run_1/placed.png
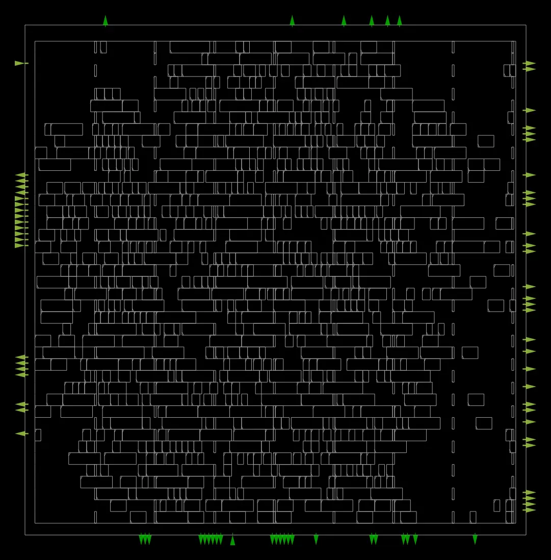
run_1/closeup.png
Region (38, 15) to (78, 55) µm. Cells in grey, sequential cells in the stronger grey; small squares are vias.
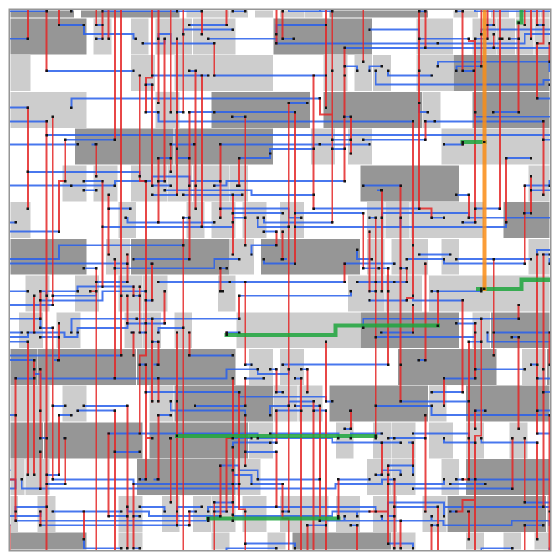
run_1/layers.png
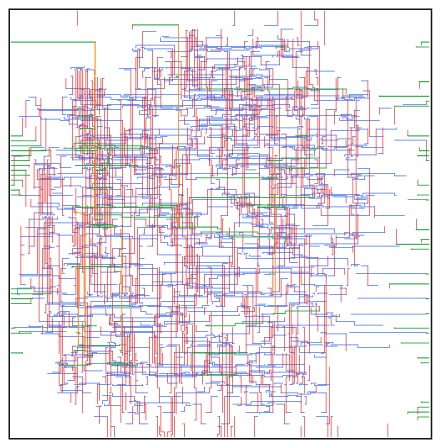
[src/rtl/imem_loader.sv]
// imem_loader: boot-time loader that unpacks a framed byte stream
// into big-endian words written to instruction memory.
// Ports:
//   Clk, Rst                      clock, synchronous active-high reset
//   ByteIn, ByteValid, ByteReady  byte stream with valid/ready handshake
//   IMemWrite, IMemAddress,       registered one-cycle word write
//   IMemWriteData
//   CpuRst, Done, Error           pipeline reset and sticky load status
module imem_loader #(
  parameter logic [31:0] BASE_ADDR = 32'h0000_0000,
  parameter int unsigned MAX_WORDS = 1024
) (
  input  logic        Clk,
  input  logic        Rst,
  input  logic [7:0]  ByteIn,
  input  logic        ByteValid,
  output logic        ByteReady,
  output logic        IMemWrite,
  output logic [31:0] IMemAddress,
  output logic [31:0] IMemWriteData,
  output logic        CpuRst,
  output logic        Done,
  output logic        Error
);

  typedef enum logic [2:0] {
    S_HDR_HI,
    S_HDR_LO,
    S_DATA,
    S_CHECK,
    S_DONE,
    S_ERROR
  } state_e;

  localparam logic [16:0] MaxW = 17'(MAX_WORDS);

  state_e      state_q, state_d;
  logic [15:0] cnt_q, cnt_d;
  logic [15:0] word_q, word_d;
  logic [1:0]  byte_q, byte_d;
  logic [23:0] asm_q, asm_d;
  logic [7:0]  xor_q, xor_d;
  logic        wr_q, wr_d;
  logic [31:0] addr_q, addr_d;
  logic [31:0] wdata_q, wdata_d;

  logic        accept;
  logic [15:0] n_hdr;
  logic [15:0] word_inc;

  assign ByteReady = (state_q != S_DONE) && (state_q != S_ERROR);
  assign accept    = ByteValid && ByteReady;
  assign n_hdr     = {cnt_q[15:8], ByteIn};
  assign word_inc  = word_q + 16'd1;

  always_comb begin
    state_d = state_q;
    cnt_d   = cnt_q;
    word_d  = word_q;
    byte_d  = byte_q;
    asm_d   = asm_q;
    xor_d   = xor_q;
    wr_d    = 1'b0;
    addr_d  = addr_q;
    wdata_d = wdata_q;
    unique case (state_q)
      S_HDR_HI: begin
        if (accept) begin
          cnt_d   = {ByteIn, 8'h00};
          xor_d   = xor_q ^ ByteIn;
          state_d = S_HDR_LO;
        end
      end
      S_HDR_LO: begin
        if (accept) begin
          cnt_d = n_hdr;
          xor_d = xor_q ^ ByteIn;
          if ({1'b0, n_hdr} > MaxW)
            state_d = S_ERROR;
          else if (n_hdr == 16'd0)
            state_d = S_CHECK;
          else
            state_d = S_DATA;
        end
      end
      S_DATA: begin
        if (accept) begin
          xor_d  = xor_q ^ ByteIn;
          asm_d  = {asm_q[15:0], ByteIn};
          byte_d = byte_q + 2'd1;
          if (byte_q == 2'd3) begin
            wr_d    = 1'b1;
            wdata_d = {asm_q, ByteIn};
            // 32-bit add; wraps modulo 2^32 by construction
            addr_d  = BASE_ADDR + {14'd0, word_q, 2'b00};
            word_d  = word_inc;
            if (word_inc == cnt_q)
              state_d = S_CHECK;
          end
        end
      end
      S_CHECK: begin
        if (accept)
          state_d = (ByteIn == xor_q) ? S_DONE : S_ERROR;
      end
      S_DONE:  state_d = S_DONE;
      S_ERROR: state_d = S_ERROR;
      default: state_d = S_HDR_HI;
    endcase
  end

  always_ff @(posedge Clk) begin
    if (Rst) begin
      state_q <= S_HDR_HI;
      cnt_q   <= '0;
      word_q  <= '0;
      byte_q  <= '0;
      asm_q   <= '0;
      xor_q   <= '0;
      wr_q    <= 1'b0;
      addr_q  <= BASE_ADDR;
      wdata_q <= '0;
    end else begin
      state_q <= state_d;
      cnt_q   <= cnt_d;
      word_q  <= word_d;
      byte_q  <= byte_d;
      asm_q   <= asm_d;
      xor_q   <= xor_d;
      wr_q    <= wr_d;
      addr_q  <= addr_d;
      wdata_q <= wdata_d;
    end
  end

  assign IMemWrite     = wr_q;
  assign IMemAddress   = addr_q;
  assign IMemWriteData = wdata_q;
  assign CpuRst        = (state_q != S_DONE);
  assign Done          = (state_q == S_DONE);
  assign Error         = (state_q == S_ERROR);

endmodule

[config.mk]
export PLATFORM = sky130hd
export DESIGN_NAME = imem_loader
export DESIGN_NICKNAME = d
export VERILOG_FILES = /design/src/rtl/imem_loader.sv
export SDC_FILE = /design/constraint.sdc
export NUM_CORES = 1
export LEC_CHECK = 0
export ABC_AREA = 1
export CORE_AREA = 2 2 114 116
export CTS_CLUSTER_DIAMETER = 60
export DETAILED_ROUTE_END_ITERATION = 7
export DIE_AREA = 0 0 116 118
export PLACE_DENSITY = 0.65
export SLEW_MARGIN = 20
export SYNTH_ARGS = -nofsm -noshare
export SYNTH_HDL_FRONTEND = slang
export SYNTH_SLANG_ARGS = --single-unit
[constraint.sdc]
create_clock -name Clk -period 2.2 [get_ports Clk]
set_clock_uncertainty 0.1 [all_clocks]
set_input_delay 0.44 -clock Clk [delete_from_list [all_inputs] [get_ports Clk]]
set_output_delay 0.44 -clock Clk [all_outputs]
set_load 0.05 [all_outputs]
==> out/qor_table.md, run 1 <==
| Parameter | This run | Unit |
| --- | --- | --- |
| WP data required | 1.66 | ns |
| YS chip area | 5150 | µm² |
| Antenna violations before repair | 0 | - |
| Std-Cell Core Area | 12,400 | µm² |
| Final critical-path required period | 2.12 | ns |
| Clock-pin transition on the worst setup and hold timing paths | 0.06 | ns |
| X dimension of the die | 116 | µm |
| Tap Count | 172 | - |
| Hold Startpoint | asm_q[4]$_SDFFE_PP0P_ | - |
| Proportion of cell area occupied by registers | 0.354 | - |
| Setup-failing EPs final | 0 | - |
| Distinct lib cells used | 36 | - |
| Met3 wire len | 734 | µm |
| Via Count | 4,772 | - |
| Adder Share, Synth | 0.00486 | - |
| Transition at the pin with the smallest max-transition slack | 0.513 | ns |
| Critical path startpoint category | flop | - |
| Largest class | logic gates | - |
| Main logic family | simple AND/OR/NAND/NOR gates | - |
| Sequential cell count | 118 | - |
| Multiplexer area fraction after synthesis | 0 | - |
| List of cells traversed by the critical path | clkdlybuf4s50_1 | - |
| Met2 Wirelength | 6060 | µm |
| Iteration-0 DRC Markers | 325 | - |
| Final-report max-slew violation count | 0 | - |
| Share of layout cells above drive strength 1 | 0.122 | - |
| Sink of the worst hold path | asm_q[4]$_SDFFE_PP0P_ | - |
| Nature of the critical path endpoint | primary output | - |
| Power attributed to sequential cells | 0.00231 | W |
| Root cell of the clock tree | clkbuf_16 | - |
| Class of the tightest hold or removal check | reg2reg | - |
| Top cell area share | 0.458 | - |
| Detail Placement HPWL | 9300 | µm |
| Post-Synth XOR/XNOR Area | 0.0250 | - |
| Power of the clock network | 0.00262 | W |
| Post-layout period usage of the worst path | 0.966 | - |
| Top fanout value on the critical path | 2 | - |
| Power density relative to cell area | 827 | nW/µm² |
| Group drawing the most power | the clock network | - |
| Library cell contributing the largest single delay on the critical path | clkdlybuf4s50_1 | - |
| Number of buffers between clock root and the deepest sink | 2 | - |
| Number of detailed-route iterations in the first pass | 5 | - |
| Logic pwr share | 0.109 | - |
| Net switching power of the design | 0.00143 | W |
| Number of logged tool warnings | 26 | - |
| Critical R2R Launch | word_q[0]$_SDFFE_PP0P_ | - |
| Final total power | 0.00552 | W |
| Number of global-route vias before repair | 4,449 | - |
| Reg area | 2360 | µm² |
| Stages on worst setup path | 1 | - |
| Number of buffers inserted by port buffering | 63 | - |
| Global routing usage on met2 | 0.303 | - |
| # DRC | 0 | - |
| Power in combinational cells | 0.000600 | W |
| Clock Power Share | 0.474 | - |
| Count of clock buffers in the final design | 19 | - |
| Compound-gate portion of the synthesized area | 0.169 | - |
| Met3 global-route usage | 0.0520 | - |
| Final #Nets | 788 | - |
| Number of multi-input logic gates | 481 | - |
| Fraction of area in clock buffers and inverters | 0.0847 | - |
| Hold Fails Final Rpt | 0 | - |
| Sequential element share of the synthesized area | 0.458 | - |
| Post-Route WL | 12,900 | µm |
| Number of clock sinks | 118 | - |
| Total congestion overflow | 0 | - |
| Kind of critical path | reg2out | - |
| Non-clock buffers, area share | 0.137 | - |
| Last element of the critical path | IMemWriteData[14] | - |
| Highest metal used | met4 | - |
| Critical R2R Capture | state_q[0]$_SDFFE_PP0P_ | - |
| Post-Syn Area per Cell | 7.40 | µm² |
| Number of levels the H-tree was split into | 4 | - |
| Largest area contributor in the netlist | dfxtp_1 | - |
| Area fraction in and, or, nand and nor cells | 0.246 | - |
| Post-placement worst setup slack | -0.0253 | ns |
| Met1 layer usage reported by global route | 0.245 | - |
| Slew margin rel. | 0.657 | - |
| Seq cells post-synth | 118 | - |
| Achievable Freq | 471 | MHz |
| Power share of the sequential group | 0.417 | - |
| Maximum resistive drop on vdd | 474 | µV |
| Comb/total area | 0.356 | - |
| Longest individual stage delay on the worst path | 0.82 | ns |
| Number of buffers added by the clock tree synthesis step | 17 | - |
| Post-Syn Area | 5150 | µm² |
| Top cells, area | dfxtp_1, o21ai_0, nor2_1 | - |
| Crit path max-delay family | buffers and inverters | - |
| Final routed wire length divided by cell count | 13.4 | µm |
| Setup slack of the most critical reg-to-reg path | 0.15 | ns |
| Area occupied by multi-input gates | 2380 | µm² |
| Non-Clock Inverter Count | 65 | - |
| Clock latency on the worst-skew pair | 0.41 | ns |
| Hold Path Stages | 2 | - |
| Number of I/O pins | 80 | - |
| YS warnings | 0 | - |
| Status | complete, no violations | - |
| Final non-filler cell total | 960 | - |
| Number of maximum-capacitance violations | 0 | - |
| Buffers plus inverters on the worst setup path | 1 | - |
| Area growth, synth to finish | 29.6 | % |
| Antenna diode instance count | 0 | - |
| Synthesized netlist cell count | 696 | - |
| Pin count of the biggest net entering global routing | 53 | - |
| Number of antenna-violating nets in the routed design | 0 | - |
| Met1 Routed Length | 5860 | µm |
| Via density per instance | 4.97 | - |
| Cell count listed in synth_stat.txt | 696 | - |
| Total die area | 13,700 | µm² |
| CTS tree | yes | - |
| Wire length of the first global-routing pass | 20,800 | µm |
| WP data arrival | 1.58 | ns |
| Total track usage | 0.191 | - |
| Placed Cells | 928 | - |
| Int Pwr | 0.00409 | W |
| Timing startpoint of the critical path | IMemWriteData[14]$_SDFFE_PP0P_ | - |
| Signal buffers | 92 | - |
| P_leak | 2.69 | nW |
| Final GP Congestion | 0.854 | - |
| Final worst setup slack | 0.0758 | ns |
| Path depth of the worst reg2reg path | 14 | - |
| Fp util | 0.415 | - |
| Row Count | 41 | - |
| Count of instances resized after the clock tree is built | 0 | - |
| Final non-filler cell area | 6680 | µm² |
| Switching Share | 0.259 | - |
| Most Used Layer, Global Route | met2 | - |
| Quantity of hold-fixing buffers added after cts | 0 | - |
| Die Ht | 118 | µm |
| Setup fix buffers added after clock tree synthesis | 0 | - |
| Cell area reported after detailed placement | 6090 | µm² |
Back to the opening pictures, placed.png:
utilization after layout: 0.538
fillcell total: 1,222

Back to the opening pictures, closeup.png:
- orange: M4
- blue: M1
- green: M3
- red: M2
- netlist names of flops here include: asm_q (15), IMemWriteData (6), word_q (3)
- sequential cells in the window: 25
- cells with their middle in the window: 113
- most frequent: o21ai_0 (26), dfxtp_1 (25), nor2_1 (17)

Back to the opening pictures, layers.png:
- blue: M1 (wire length 5,860 µm)
- green: M3 (wire length 735 µm)
- orange: M4 (wire length 241 µm)
- red: M2 (wire length 6,060 µm)

-- run 1: sequential cells by signal, indices dropped and copies added, names as in the netlist --
| name | count |
|---|---|
| IMemAddress | 16 |
| IMemWrite | 1 |
| IMemWriteData | 32 |
| asm_q | 24 |
| byte_q | 2 |
| cnt_q | 16 |
| state_q | 3 |
| word_q | 16 |
| xor_q | 8 |
-- run 1: cells in the final DEF (no fill, tap or decap), types with 5 or more instances in the layout --
| master | n |
|---|---|
| nand4_1 | 8 |
| o21ai_0 | 86 |
| inv_2 | 5 |
| nor2_4 | 6 |
| nand3_1 | 51 |
| nor2_1 | 99 |
| xor2_1 | 11 |
| clkbuf_16 | 17 |
| a211oi_1 | 10 |
| buf_12 | 6 |
| nor2_2 | 5 |
| clkdlybuf4s50_1 | 59 |
| inv_1 | 60 |
| clkinv_2 | 5 |
| buf_4 | 27 |
| nand2_1 | 97 |
| dfxtp_1 | 118 |
| a21oi_1 | 57 |
| conb_1 | 16 |
| nand2_2 | 6 |
-- run 1: synthesized netlist by cell type (all sizes together) --
cell,n
a31oi,2
buf,24
a21oi,57
a211oi,10
xnor2,1
o31ai,1
clkbuf,23
ha,2
o211ai,3
nand2,105
nor3,3
or2,1
nor4,3
inv,64
o21ai,90
xor3,1
nand3,55
nand4,8
a21boi,1
nor2,110
dfxtp,118
xor2,11
clkinv,1
o21bai,1
conb,1
-- run 1: per-stage QoR --
stage / setup TNS, ns / hold slack (ns)
5_1_grt: -0.0116 / 0.384
3_5_place_dp: -0.0253 / 0.360
3_3_place_gp: 0 / 0.358
4_1_cts: 0 / 0.369
6_report: 0 / 0.366
2_1_floorplan: 0 / 0.336
==> run 2: changes to the inputs <==
- ABC_AREA: 1 -> 0
- DONT_BUFFER_PORTS: not set -> 1
- PLACE_DENSITY: 0.65 -> 0.56
run_2/layers.png
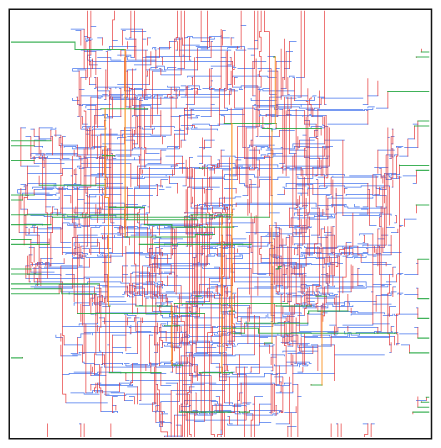
- red: M2 (wire length 6,260 µm)
- green: M3 (wire length 747 µm)
- blue: M1 (wire length 5,610 µm)
- orange: M4 (wire length 321 µm)

run_2/placed.png
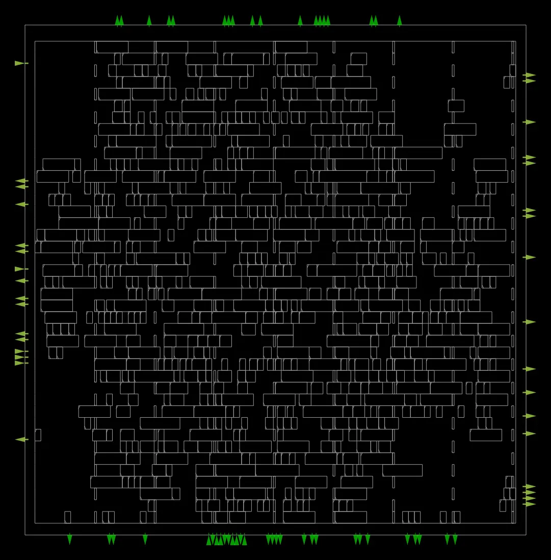
Std-Cell Core Area: 12,400 µm²
Row Count: 41

==> out/qor_table.md, run 2 <==
| Parameter | This run | Unit | vs previous |
| --- | --- | --- | --- |
| Final routed wire length divided by cell count | 15.1 | µm | was 13.4 µm |
| P_leak | 2.25 | nW | was 2.69 nW |
| Share of layout cells above drive strength 1 | 0.145 | - | was 0.122 |
| Flip-flop count of the largest register, all copies and words added | 32 | - | unchanged |
| Quantity of hold-fixing buffers added after cts | 16 | - | was 0 |
| Largest area contributor in the netlist | dfxtp_1 | - | unchanged |
| # DRC | 0 | - | unchanged |
| Number of clock sinks | 118 | - | unchanged |
| Top cells, area | dfxtp_1, nand2_1, a21oi_1 | - | was dfxtp_1, o21ai_0, nor2_1 |
| List of cells traversed by the critical path | and4_4 -> nand3_4 -> or3_4 -> a2111oi_4 -> o2111ai_2 -> a221oi_2 | - | was clkdlybuf4s50_1 |
| Detail Placement HPWL | 7970 | µm | was 9300 µm |
| Most used DFF post-synth | dfxtp_1 | - | unchanged |
| Power density relative to cell area | 929 | nW/µm² | was 827 nW/µm² |
| Met3 wire len | 746 | µm | was 734 µm |
| Utilization after layout | 0.504 | - | was 0.538 |
| Total die area | 13,700 | µm² | unchanged |
| Number of global-route vias before repair | 4,058 | - | was 4,449 |
| Status | complete, no violations | - | unchanged |
| Seq cells post-synth | 118 | - | unchanged |
| Antenna diode instance count | 0 | - | unchanged |
| Fillcell total | 1,233 | - | was 1,222 |
| Cell count listed in synth_stat.txt | 652 | - | was 696 |
| Achievable Freq | 464 | MHz | was 471 MHz |
| Wire length of the first global-routing pass | 20,300 | µm | was 20,800 µm |
| Top fanout value on the critical path | 4 | - | was 2 |
| YS warnings | 0 | - | unchanged |
| Slew margin rel. | 0.648 | - | was 0.657 |
| Most numerous cell types in the synthesized netlist | nand2_1, dfxtp_1, a21oi_1, clkbuf_1, nor2_1 | - | was dfxtp_1, nor2_1, nand2_1, o21ai_0, inv_1 |
| Post-Syn Area | 5090 | µm² | was 5150 µm² |
| Clock latency on the worst-skew pair | 0.42 | ns | was 0.41 ns |
| Final critical-path required period | 2.16 | ns | was 2.12 ns |
| X dimension of the die | 116 | µm | unchanged |
| Cell area reported after detailed placement | 5330 | µm² | was 6090 µm² |
| Number of buffers added by the clock tree synthesis step | 17 | - | unchanged |
| EDFF count, synth | 0 | - | unchanged |
| Antenna violations before repair | 0 | - | unchanged |
| Setup fix buffers added after clock tree synthesis | 0 | - | unchanged |
| Number of buffers between clock root and the deepest sink | 2 | - | unchanged |
| Synthesized netlist cell count | 652 | - | was 696 |
| Maximum resistive drop on vdd | 605 | µV | was 474 µV |
| Longest individual stage delay on the worst path | 0.41 | ns | was 0.82 ns |
| Final non-filler cell total | 857 | - | was 960 |
| Sequential element share of the synthesized area | 0.464 | - | was 0.458 |
| Met1 layer usage reported by global route | 0.232 | - | was 0.245 |
| Transition at the pin with the smallest max-transition slack | 0.528 | ns | was 0.513 ns |
| Via density per instance | 5.00 | - | was 4.97 |
| Global routing usage on met2 | 0.309 | - | was 0.303 |
| Met1 Routed Length | 5610 | µm | was 5860 µm |
| Highest metal used | met4 | - | unchanged |
| Total track usage | 0.189 | - | was 0.191 |
| Most common cell after layout, fill and taps aside | nand2_1 | - | was dfxtp_1 |
| Placed Cells | 803 | - | was 928 |
| Number of buffers inserted by port buffering | 0 | - | was 63 |
| Pin count of the biggest net entering global routing | 120 | - | was 53 |
| YS chip area | 5090 | µm² | was 5150 µm² |
| Die Ht | 118 | µm | unchanged |
| WP data arrival | 2.39 | ns | was 1.58 ns |
| Post-Syn Area per Cell | 7.81 | µm² | was 7.40 µm² |
| Via Count | 4,287 | - | was 4,772 |
| Final non-filler cell area | 6250 | µm² | was 6680 µm² |
| Number of maximum-capacitance violations | 0 | - | unchanged |
| Distinct lib cells used | 47 | - | was 36 |
| Post-layout period usage of the worst path | 0.980 | - | was 0.966 |
| Iteration-0 DRC Markers | 267 | - | was 325 |
| Crit path max-delay family | AND-OR/OR-AND gates | - | was buffers and inverters |
| Library cell contributing the largest single delay on the critical path | or3_4 | - | was clkdlybuf4s50_1 |
| Nature of the critical path endpoint | flop | - | was primary output |
| WP data required | 2.43 | ns | was 1.66 ns |
| Number of I/O pins | 80 | - | unchanged |
| Class of the tightest hold or removal check | in2reg | - | was reg2reg |
| Setup-failing EPs final | 0 | - | unchanged |
| CTS tree | yes | - | unchanged |
| Met3 global-route usage | 0.0515 | - | was 0.0520 |
| Post-Route WL | 12,900 | µm | about the same |
| Kind of critical path | reg2reg | - | was reg2out |
| Number of antenna-violating nets in the routed design | 0 | - | unchanged |
| Number of logged tool warnings | 28 | - | was 26 |
| Top cell area share | 0.464 | - | was 0.458 |
| Critical path startpoint category | flop | - | unchanged |
| Area growth, synth to finish | 22.8 | % | was 29.6% |
| Most used cells in the layout excluding fill and tap cells | nand2_1, dfxtp_1, a21oi_1 | - | was dfxtp_1, nor2_1, nand2_1 |
| Most repeated cell in the gate-level netlist after synthesis | nand2_1 | - | was dfxtp_1 |
| Reg area | 2380 | µm² | was 2360 µm² |
| Root cell of the clock tree | clkbuf_16 | - | unchanged |
| Final #Nets | 685 | - | was 788 |
| Total congestion overflow | 0 | - | unchanged |
| Number of levels the H-tree was split into | 4 | - | unchanged |
| Clock-pin transition on the worst setup and hold timing paths | 0.06 | ns | about the same |
| Area occupied by multi-input gates | 2520 | µm² | was 2380 µm² |
| Number of detailed-route iterations in the first pass | 4 | - | was 5 |
| Final GP Congestion | 0.823 | - | was 0.854 |
| Most Used Layer, Global Route | met2 | - | unchanged |
| Hold Fails Final Rpt | 0 | - | unchanged |
| Count of instances resized after the clock tree is built | 5 | - | was 0 |
| Unrepaired setup endpoints after global routing | no | - |  |
| Async set-or-reset flop fraction in the synthesized netlist | 0 | - | unchanged |
| Buffers plus inverters on the worst setup path | 0 | - | was 1 |
| Fp util | 0.410 | - | was 0.415 |
| Final-report max-slew violation count | 0 | - | unchanged |
| Met2 Wirelength | 6250 | µm | was 6060 µm |
run_2/closeup.png
Region (38, 15) to (78, 55) µm. Cells in grey, sequential cells in the stronger grey; small squares are vias.
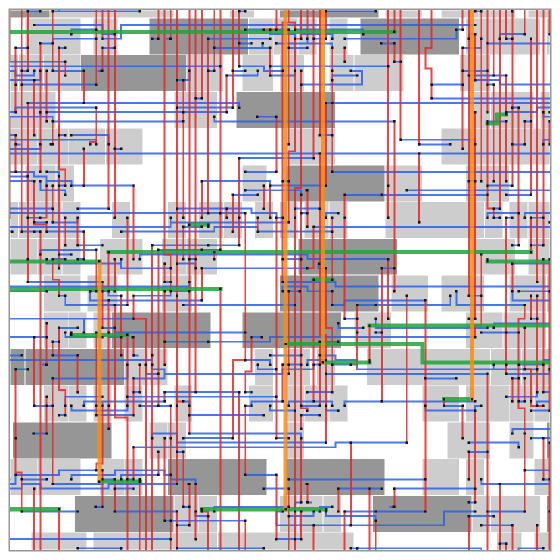
- orange: M4
- blue: M1
- red: M2
- green: M3
- most frequent: nand2_1 (29), dfxtp_1 (14), a21oi_1 (14)
- sequential cells in the window: 15
- netlist names of flops here include: cnt_q (10), IMemWriteData (3)
- cells with their middle in the window: 117

==> run 2: logic make-up after synthesis <==
kind of cell | count (synthesis) | share of synthesized area
other | 1 | 0.000737
AND-OR/OR-AND | 116 | 0.128
adder cells (fa/ha/maj) | 2 | 0.00492
multiplexers | 1 | 0.00221
buffers and inverters | 71 | 0.0659
XOR/XNOR | 48 | 0.0826
AND/OR/NAND/NOR | 295 | 0.251
flip-flops | 118 | 0.464
==> run 2: final cells by class <==
| class | count | area share |
|---|---|---|
| multi-input combinational | 478 | 0.403 |
| sequential | 118 | 0.380 |
| timing repair buffer | 53 | 0.0816 |
| clock buffer | 18 | 0.0702 |
| tap | 172 | 0.0344 |
| clock inverter | 14 | 0.0280 |
| inverter | 4 | 0.00240 |
==> run 2: stage by stage <==
stage	hold slack (ns)	worst slack [ns]	TNS, ns	power, W
floorplan	0.332	0.0328	0	0.00285
global placement	0.339	-0.0112	-0.0112	0.00292
detailed placement	0.344	-0.171	-0.202	0.00294
CTS	-0.0250	0.00417	0	0.00583
global route	-0.00746	0.00649	0	0.00603
finish	0.00299	0.0441	0	0.00581
==> run 2: final timing paths <==
path / slack [ns] / cells past startpoint / end / from
worst max-delay path: 0.04 / 6 / state_q[2]$_SDFFE_PP0P_ / word_q[2]$_SDFFE_PP0P_
worst max register to register: 0.04 / 6 / state_q[2]$_SDFFE_PP0P_ / word_q[2]$_SDFFE_PP0P_
worst min register to register: 0.35 / 2 / asm_q[16]$_SDFFE_PP0P_ / asm_q[16]$_SDFFE_PP0P_
worst min-delay path: 0.003 / 1 / IMemWriteData[12]$_SDFFE_PP0P_ / Rst
==> run 2: report_power, final <==
group	switching (W)	leakage (nW)	internal, W
clock	0.00104	0.293	0.00182
combinational	0.000382	0.998	0.000260
sequential	0.0000917	0.958	0.00222
==> run 3: changes to the inputs <==
--- a/config.mk
+++ b/config.mk
@@ -8,5 +8,4 @@
 export ABC_AREA = 0
 export CORE_AREA = 2 2 114 116
-export CTS_CLUSTER_DIAMETER = 60
 export DETAILED_ROUTE_END_ITERATION = 7
 export DIE_AREA = 0 0 116 118
==> constraint.sdc (replaced) <==
create_clock -name Clk -period 2.2 [get_ports Clk]
set_clock_uncertainty 0.1 [all_clocks]
set_input_delay 0.22 -clock Clk [delete_from_list [all_inputs] [get_ports Clk]]
set_output_delay 0.22 -clock Clk [all_outputs]
set_load 0.05 [all_outputs]
run_3/m3.png
The bar under the picture is 20 µm long.
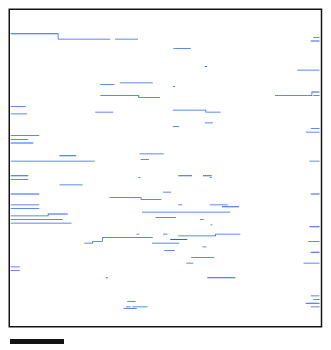
- wire length on this layer: 599 µm
- share of all routed wire: 4.9%

run_3/placed.png
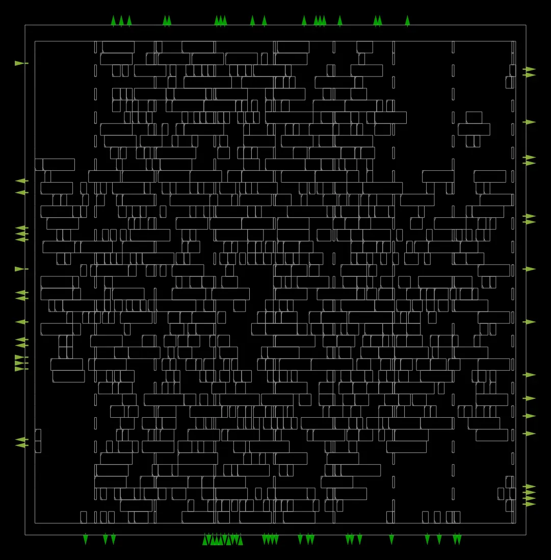
Tap Count: 172
utilization after layout: 0.501
sequential cell count: 118
fillcell total: 1,197
final non-filler cell total: 857

==> out/qor_table.md, run 3 <==
| Parameter | This run | Unit | vs previous |
| --- | --- | --- | --- |
| Quantity of hold-fixing buffers added after cts | 17 | - | was 16 |
| Power density relative to cell area | 924 | nW/µm² | was 929 nW/µm² |
| Number of clock sinks | 118 | - | unchanged |
| Die Ht | 118 | µm | unchanged |
| Net switching power of the design | 0.00153 | W | was 0.00151 W |
| Antenna violations before repair | 0 | - | unchanged |
| YS warnings | 0 | - | unchanged |
| Fp util | 0.410 | - | unchanged |
| Area fraction in and, or, nand and nor cells | 0.251 | - | unchanged |
| Status | finished, violations left | - | was complete, no violations |
| Failing checks | hold timing | - |  |
| Async set-or-reset flop fraction in the synthesized netlist | 0 | - | unchanged |
| Final non-filler cell area | 6220 | µm² | was 6250 µm² |
| Hold Path Stages | 1 | - | unchanged |
| Pin count of the biggest net entering global routing | 120 | - | unchanged |
| Critical path startpoint category | flop | - | unchanged |
| Number of antenna-violating nets in the routed design | 0 | - | unchanged |
| Share of layout cells above drive strength 1 | 0.147 | - | was 0.145 |
| YS chip area | 5090 | µm² | unchanged |
| WP data arrival | 2.38 | ns | was 2.39 ns |
| Power share of the sequential group | 0.402 | - | was 0.398 |
| X dimension of the die | 116 | µm | unchanged |
| Kind of critical path | reg2reg | - | unchanged |
| Sequential element share of the synthesized area | 0.464 | - | unchanged |
| Final routed wire length divided by cell count | 14.3 | µm | was 15.1 µm |
| Post-placement worst setup slack | -0.0757 | ns | was -0.171 ns |
| Top fanout value on the critical path | 9 | - | was 4 |
| Final #Nets | 685 | - | unchanged |
| Post-Syn Area | 5090 | µm² | unchanged |
| Most used DFF post-synth | dfxtp_1 | - | unchanged |
| Met2 Wirelength | 5900 | µm | was 6250 µm |
| Number of global-route vias before repair | 4,098 | - | was 4,058 |
| EDFF count, synth | 0 | - | unchanged |
| Total die area | 13,700 | µm² | unchanged |
| Worst hold margin | -0.216 | ns | was 0.00299 ns |
| Flip-flop count of the largest register, all copies and words added | 32 | - | unchanged |
| Hold Fails Final Rpt | 100 | - | was 0 |
| Post-Syn Area per Cell | 7.81 | µm² | unchanged |
| Met1 layer usage reported by global route | 0.226 | - | was 0.232 |
| Top cells, area | dfxtp_1, nand2_1, a21oi_1 | - | unchanged |
| Number of buffers between clock root and the deepest sink | 2 | - | unchanged |
| Unrepaired setup endpoints after global routing | yes | - | was no |
| Logic pwr share | 0.112 | - | was 0.110 |
| Detail Placement HPWL | 8130 | µm | was 7970 µm |
| Row Count | 41 | - | unchanged |
| Iteration-0 DRC Markers | 237 | - | was 267 |
| Cell area reported after detailed placement | 5330 | µm² | unchanged |
| Hold Startpoint | Rst | - | unchanged |
| Cell count listed in synth_stat.txt | 652 | - | unchanged |
| Post-layout period usage of the worst path | 0.970 | - | was 0.980 |
| Clock-pin transition on the worst setup and hold timing paths | 0.06 | ns | about the same |
| Largest area contributor in the netlist | dfxtp_1 | - | unchanged |
| Antenna diode instance count | 0 | - | unchanged |
| CTS tree | yes | - | unchanged |
| Critical R2R Launch | state_q[2]$_SDFFE_PP0P_ | - | was word_q[2]$_SDFFE_PP0P_ |
| Global routing usage on met2 | 0.295 | - | was 0.309 |
| Via Count | 4,305 | - | was 4,287 |
| Main logic family | simple AND/OR/NAND/NOR gates | - | unchanged |
| Multiplexer area fraction after synthesis | 0.00221 | - | unchanged |
| Via density per instance | 5.02 | - | was 5.00 |
| Number of buffers added by the clock tree synthesis step | 17 | - | unchanged |
| Most numerous cell types in the synthesized netlist | nand2_1, dfxtp_1, a21oi_1, clkbuf_1, nor2_1 | - | unchanged |
| Adder Share, Synth | 0.00492 | - | unchanged |
| Most Used Layer, Global Route | met2 | - | unchanged |
| Met3 wire len | 598 | µm | was 746 µm |
| P_leak | 2.23 | nW | was 2.25 nW |
| Top cell area share | 0.464 | - | unchanged |
| Transition at the pin with the smallest max-transition slack | 0.543 | ns | was 0.528 ns |
| Final-report max-slew violation count | 0 | - | unchanged |
| Post-Synth XOR/XNOR Area | 0.0826 | - | unchanged |
| Post-Route WL | 12,300 | µm | was 12,900 µm |
| Highest metal used | met4 | - | unchanged |
| Most used cells in the layout excluding fill and tap cells | nand2_1, dfxtp_1, a21oi_1 | - | unchanged |
run_3/clock_wires.png
The bar under the picture is 20 µm long.
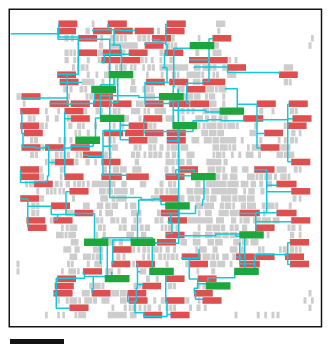
- red: flip-flops (count 118)
- green: clock-net drivers (count 17)
- cyan: clock wires (length 1,530 µm)
- flops lie: all over the die
clock latency on the worst-skew pair: 0.41 ns
power of the clock network: 0.00279 W
Clock Power Share: 0.486

## run 3: cell counts after synthesis
No cell type changed its count.
## run 3: metrics by stage
| stage | setup TNS (ns) | cells |
|---|---|---|
| final | 0 | 857 |
| after CTS | 0 | 854 |
| after global routing | -0.0398 | 857 |
| after detailed placement | -0.0757 | 805 |
| after floorplan | 0 | 667 |
| after global placement | 0 | 805 |
## run 3: critical path, stage by stage, from the launching register on
cell and delay, ns:
dfxtp_2 0.37, nor4bb_4 0.38, nand2_2 0.17, or3_1 0.33
a21oi_1 0.16, dlygate4sd3_1 0.56
## run 3: repair_timing
action / 4_1_cts / 5_1_grt
hold endpoints to repair: 117 / 100
endpoints found under the setup margin: 1 / 12
setup buffers: 0 / 3
resized: 6 / 20
pin swaps: 0 / 11
## run 3: logic make-up (layout without fill, tap and decap cells)
kind of cell | count (synthesis) | after routing
AOI/OAI and AO/OA | 116 | 116
xor gates and xnor gates | 48 | 48
adders and majority gates | 2 | 2
buffers and inverters | 71 | 89
DFF | 118 | 118
muxes | 1 | 1
other | 1 | 16
and+or+nand+nor | 295 | 295
## run 3: cell type report
class,count,area (µm²),area share
Clock buffer,18,439,0.0706
Multi-Input combinational cell,478,2540,0.409
Timing Repair Buffer,53,464,0.0747
Sequential cell,118,2380,0.383
Clock inverter,14,164,0.0264
Tap cell,172,215,0.0346
Inverter,4,15.0,0.00241
## run 3: power groups by stage
| stage | Combinational (W) | Sequential (W) | Clock, W |
|---|---|---|---|
| floorplan | 0.000531 | 0.00232 | 0 |
| global placement | 0.000569 | 0.00236 | 0 |
| detailed placement | 0.000579 | 0.00236 | 0 |
| CTS | 0.000608 | 0.00231 | 0.00284 |
| global route | 0.000706 | 0.00232 | 0.00294 |
| finish | 0.000645 | 0.00231 | 0.00279 |
No activity file was given, so power comes from the tool's default toggle rates.
